## src/rtl/regfile_pkg.sv

```systemverilog
// Shared constants and FSM encoding for the register-file read-port arbiter.
package regfile_pkg;

    localparam int NREQ = 4;  // number of requesters (logic sized for exactly 4)
    localparam int AW   = 2;  // register index width / read-mux select width
    localparam int DW   = 4;  // register data width
    localparam int IDW  = 2;  // requester id width

    // 2'b11 is not a legal state; the FSM falls back to IDLE from it.
    typedef enum logic [1:0] {
        IDLE = 2'b00,
        READ = 2'b01,
        RESP = 2'b10
    } state_t;

endpackage

```

## src/rtl/regfile_read_arbiter_if.sv

```systemverilog
// Bundle of request, read-mux and response signals around the read arbiter.
// slave: the arbiter side. master: requesters, read mux and response consumer.
interface regfile_read_arbiter_if;
    import regfile_pkg::*;

    logic [NREQ-1:0]    req;
    logic [NREQ*AW-1:0] req_addr;
    logic [NREQ-1:0]    gnt;
    logic [AW-1:0]      rd_sel;
    logic [DW-1:0]      rd_data;
    logic               resp_valid;
    logic               resp_ready;
    logic [IDW-1:0]     resp_id;
    logic [DW-1:0]      resp_data;
    logic               busy;

    modport slave (
        input  req, req_addr, rd_data, resp_ready,
        output gnt, rd_sel, resp_valid, resp_id, resp_data, busy
    );

    modport master (
        output req, req_addr, rd_data, resp_ready,
        input  gnt, rd_sel, resp_valid, resp_id, resp_data, busy
    );

endinterface

```

## src/rtl/regfile_read_arbiter_rr_pick4.sv

```systemverilog
// Combinational 4-way round-robin pick: first set request scanning from ptr.
module rr_pick4 (
    input  logic [3:0] req_i,
    input  logic [1:0] ptr_i,
    output logic [1:0] winner_o,
    output logic       any_o
);

    // Requests rotated so that rot[0] is the requester at ptr.
    logic [3:0] rot;
    logic [1:0] off;

    for (genvar gi = 0; gi < 4; gi++) begin : g_rot
        assign rot[gi] = req_i[ptr_i + 2'(gi)];
    end

    // Lowest rotated offset wins; winner is that offset added back onto ptr.
    always_comb begin
        off = 2'd0;
        if (rot[0])      off = 2'd0;
        else if (rot[1]) off = 2'd1;
        else if (rot[2]) off = 2'd2;
        else if (rot[3]) off = 2'd3;
    end

    assign winner_o = ptr_i + off;
    assign any_o    = |req_i;

endmodule

```

## src/rtl/regfile_read_arbiter.sv

```systemverilog
// Round-robin arbiter for the register file's single read port.
// IDLE picks a winner, READ drives the mux select for one cycle and captures
// the data, RESP holds the tagged response until the consumer accepts it.
module regfile_read_arbiter
    import regfile_pkg::*;
(
    input  logic                   clk,
    input  logic                   rst,
    regfile_read_arbiter_if.slave  bus
);

    state_t          state_q, state_d;
    logic [1:0]      ptr_q, ptr_d;
    logic [IDW-1:0]  id_q, id_d;
    logic [NREQ-1:0] gnt_q, gnt_d;
    logic [AW-1:0]   rd_sel_q, rd_sel_d;
    logic            resp_valid_q, resp_valid_d;
    logic [IDW-1:0]  resp_id_q, resp_id_d;
    logic [DW-1:0]   resp_data_q, resp_data_d;

    logic [1:0]      winner;
    logic            any_req;

    rr_pick4 u_pick (
        .req_i    (bus.req),
        .ptr_i    (ptr_q),
        .winner_o (winner),
        .any_o    (any_req)
    );

    // Next-state and registered-output logic for the IDLE/READ/RESP sequence.
    always_comb begin
        state_d      = state_q;
        ptr_d        = ptr_q;
        id_d         = id_q;
        gnt_d        = '0;
        rd_sel_d     = rd_sel_q;
        resp_valid_d = resp_valid_q;
        resp_id_d    = resp_id_q;
        resp_data_d  = resp_data_q;
        case (state_q)
            IDLE: begin
                resp_valid_d = 1'b0;
                if (any_req) begin
                    // rd_sel doubles as the latched register address.
                    id_d          = winner;
                    rd_sel_d      = bus.req_addr[AW*winner +: AW];
                    gnt_d[winner] = 1'b1;
                    ptr_d         = winner + 2'd1;
                    state_d       = READ;
                end
            end
            READ: begin
                resp_data_d  = bus.rd_data;
                resp_id_d    = id_q;
                resp_valid_d = 1'b1;
                state_d      = RESP;
            end
            RESP: begin
                if (bus.resp_ready) begin
                    resp_valid_d = 1'b0;
                    state_d      = IDLE;
                end
            end
            default: begin
                resp_valid_d = 1'b0;
                state_d      = IDLE;
            end
        endcase
    end

    // State and output registers; reset drops any in-flight response.
    always_ff @(posedge clk or posedge rst) begin
        if (rst) begin
            state_q      <= IDLE;
            ptr_q        <= '0;
            id_q         <= '0;
            gnt_q        <= '0;
            rd_sel_q     <= '0;
            resp_valid_q <= 1'b0;
            resp_id_q    <= '0;
            resp_data_q  <= '0;
        end else begin
            state_q      <= state_d;
            ptr_q        <= ptr_d;
            id_q         <= id_d;
            gnt_q        <= gnt_d;
            rd_sel_q     <= rd_sel_d;
            resp_valid_q <= resp_valid_d;
            resp_id_q    <= resp_id_d;
            resp_data_q  <= resp_data_d;
        end
    end

    assign bus.gnt        = gnt_q;
    assign bus.rd_sel     = rd_sel_q;
    assign bus.resp_valid = resp_valid_q;
    assign bus.resp_id    = resp_id_q;
    assign bus.resp_data  = resp_data_q;
    assign bus.busy       = (state_q != IDLE);

endmodule

```

## src/flat_wrapper.sv

```systemverilog
// flat-port wrapper written by rule: the top's interface ports become plain ports
module regfile_read_arbiter_flat import regfile_pkg::*;
  (clk, rst, bus_req, bus_req_addr, bus_rd_data, bus_resp_ready, bus_gnt, bus_rd_sel, bus_resp_valid, bus_resp_id, bus_resp_data, bus_busy);
  regfile_read_arbiter_if bus_i ();
  input  logic clk;
  input  logic rst;
  input wire logic [$bits(bus_i.req)-1:0] bus_req;
  input wire logic [$bits(bus_i.req_addr)-1:0] bus_req_addr;
  input wire logic [$bits(bus_i.rd_data)-1:0] bus_rd_data;
  input wire logic [$bits(bus_i.resp_ready)-1:0] bus_resp_ready;
  output wire logic [$bits(bus_i.gnt)-1:0] bus_gnt;
  output wire logic [$bits(bus_i.rd_sel)-1:0] bus_rd_sel;
  output wire logic [$bits(bus_i.resp_valid)-1:0] bus_resp_valid;
  output wire logic [$bits(bus_i.resp_id)-1:0] bus_resp_id;
  output wire logic [$bits(bus_i.resp_data)-1:0] bus_resp_data;
  output wire logic [$bits(bus_i.busy)-1:0] bus_busy;
  assign bus_i.req = bus_req;
  assign bus_i.req_addr = bus_req_addr;
  assign bus_i.rd_data = bus_rd_data;
  assign bus_i.resp_ready = bus_resp_ready;
  assign bus_gnt = bus_i.gnt;
  assign bus_rd_sel = bus_i.rd_sel;
  assign bus_resp_valid = bus_i.resp_valid;
  assign bus_resp_id = bus_i.resp_id;
  assign bus_resp_data = bus_i.resp_data;
  assign bus_busy = bus_i.busy;
  regfile_read_arbiter u_core (.clk(clk), .rst(rst), .bus(bus_i));
endmodule
```

## config.mk

```make
export PLATFORM = sky130hd
export DESIGN_NAME = regfile_read_arbiter_flat
export DESIGN_NICKNAME = d
export VERILOG_FILES = /design/src/rtl/regfile_pkg.sv /design/src/rtl/regfile_read_arbiter_if.sv /design/src/rtl/regfile_read_arbiter_rr_pick4.sv /design/src/rtl/regfile_read_arbiter.sv /design/src/flat_wrapper.sv
export SDC_FILE = /design/constraint.sdc
export NUM_CORES = 1
export LEC_CHECK = 0
export ABC_AREA = 1
export ABC_CLOCK_PERIOD_IN_PS = 6500
export CAP_MARGIN = 20
export CORE_UTILIZATION = 50
export CTS_CLUSTER_DIAMETER = 50
export DETAILED_ROUTE_END_ITERATION = 8
export HOLD_SLACK_MARGIN = 0.05
export PLACE_DENSITY = 0.81
export SETUP_SLACK_MARGIN = 0.3
export SKIP_LAST_GASP = 1
export SYNTH_ARGS = -nofsm -noshare
export SYNTH_HDL_FRONTEND = slang
export SYNTH_HIERARCHICAL = 1
export SYNTH_SLANG_ARGS = --single-unit
```

## constraint.sdc

```tcl
create_clock -name clk -period 6.5 [get_ports clk]
set_clock_uncertainty 0.2 [all_clocks]
set_input_delay 0.975 -clock clk [delete_from_list [all_inputs] [get_ports clk]]
set_output_delay 0.975 -clock clk [all_outputs]
set_load 0.01 [all_outputs]
```

==> results.cfg <==
; yosys + openroad results
[run_status]
status = finished, final reports clean

[critical_path]
setup.worst_path.end = u_core/ptr_q[1]
reg2reg_slack_ns = 3.87
critPathArrivalTime_ns = 3.12

[clock_tree]
clockRootBuffer = clkbuf_4
cts_tree = yes
cts_resized = 0
cts_num_sinks = 19
cts_max_level = 1

[power_and_ir_drop]
clock_power_mw = 0.0591
powerDensity_nw_per_um2 = 535
finalPower_mw = 0.797
p_comb_mw = 0.521
p_int_mw = 0.407
p_leak_nw = 0.794
p_sw_mw = 0.391
largestPowerGroup = combinational cells
p_comb_frac = 0.653
max-vdd-ir-drop_uv = 343

[yosys]
syn_area_um2 = 1130
synthCells = 150
synth_nets = 174
async_flop_share = 1.00
synth-edff-count = 0
yosys.area_share.simple = 0.420
netlist_top_cells_count = nand2_1 (71), dfrtp_1 (19), nand3_1 (14)
ys_types = 20
ys_cells = 150
synth.yosys.seq_area_share = 0.420
muxShareOfSynthArea = 0
synth_top_area_share = 0.420

[layout]
instances_no_fill = 211
comb_area_um2 = 569
fillers = 169
nonClockBufferCount = 32
seq_share = 0.319
lay_top_cells = nand2_1 (71), clkdlybuf4s50_1 (32), dfrtp_1 (19), nand3_1 (14), inv_1 (10)
largest_cell_class = multi-input combinational cells
register_area_um2 = 475
synthToLayoutAreaGrowth_pct = 31.7

[global_routing]
grt_max_degree = 20
antenna_found_initial = 0
met3_usage = 0.0556
grt_pass1_vias = 1020

[timing]
max-slew-margin-rel = 0.535
finalHoldViolations = 0
finalMaxSlewViolations = 0
hold_slack_ns = 0.282
worst_slack_ns = 3.38
setup_tns_ns = 0
max_freq_ghz = 0.321
fin_crit_sh = 0.480
tightest_slew_ns = 0.697
setup_viol = 0

[hold_path]
hp-class = flop to flop
worstHoldStart = u_core/bus.resp_data[0]
whs_path_depth = 2

[floorplan]
tap_cells = 27
fp_util = 0.554
io_pins = 33
chipArea_um2 = 2460
die_w_um = 49.6

[detailed_routing]
vias = 1025
top_layer = met3
wl_met3_um = 125
routed_via_density = 4.86

[placed_design]
dp.cells = 207
dp_slack_ns = 3.08

[job]
warnings = 29
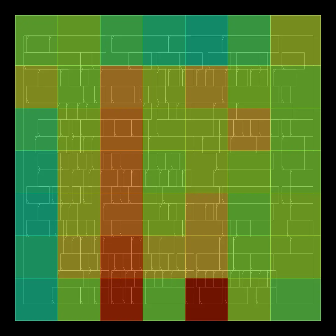
Fig. 1. Routing congestion map.
global routing's busiest layer: met2
met2 Usage GRT: 0.374
met1 usage: 0.272
All-Layer GR Usage: 0.217

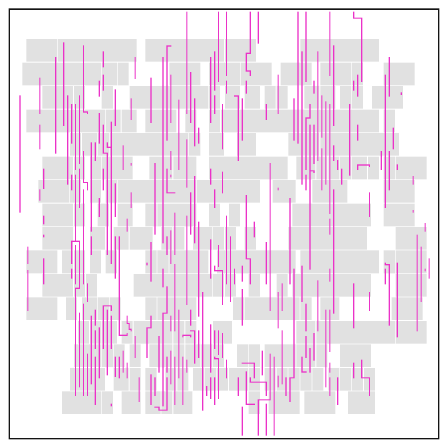
Fig. 2. Signal wires on met2.
- wire length on this layer: 1130 µm
- longest straight run: 21.4 µm
- main direction: vertical
- nets with wire on the layer: 163

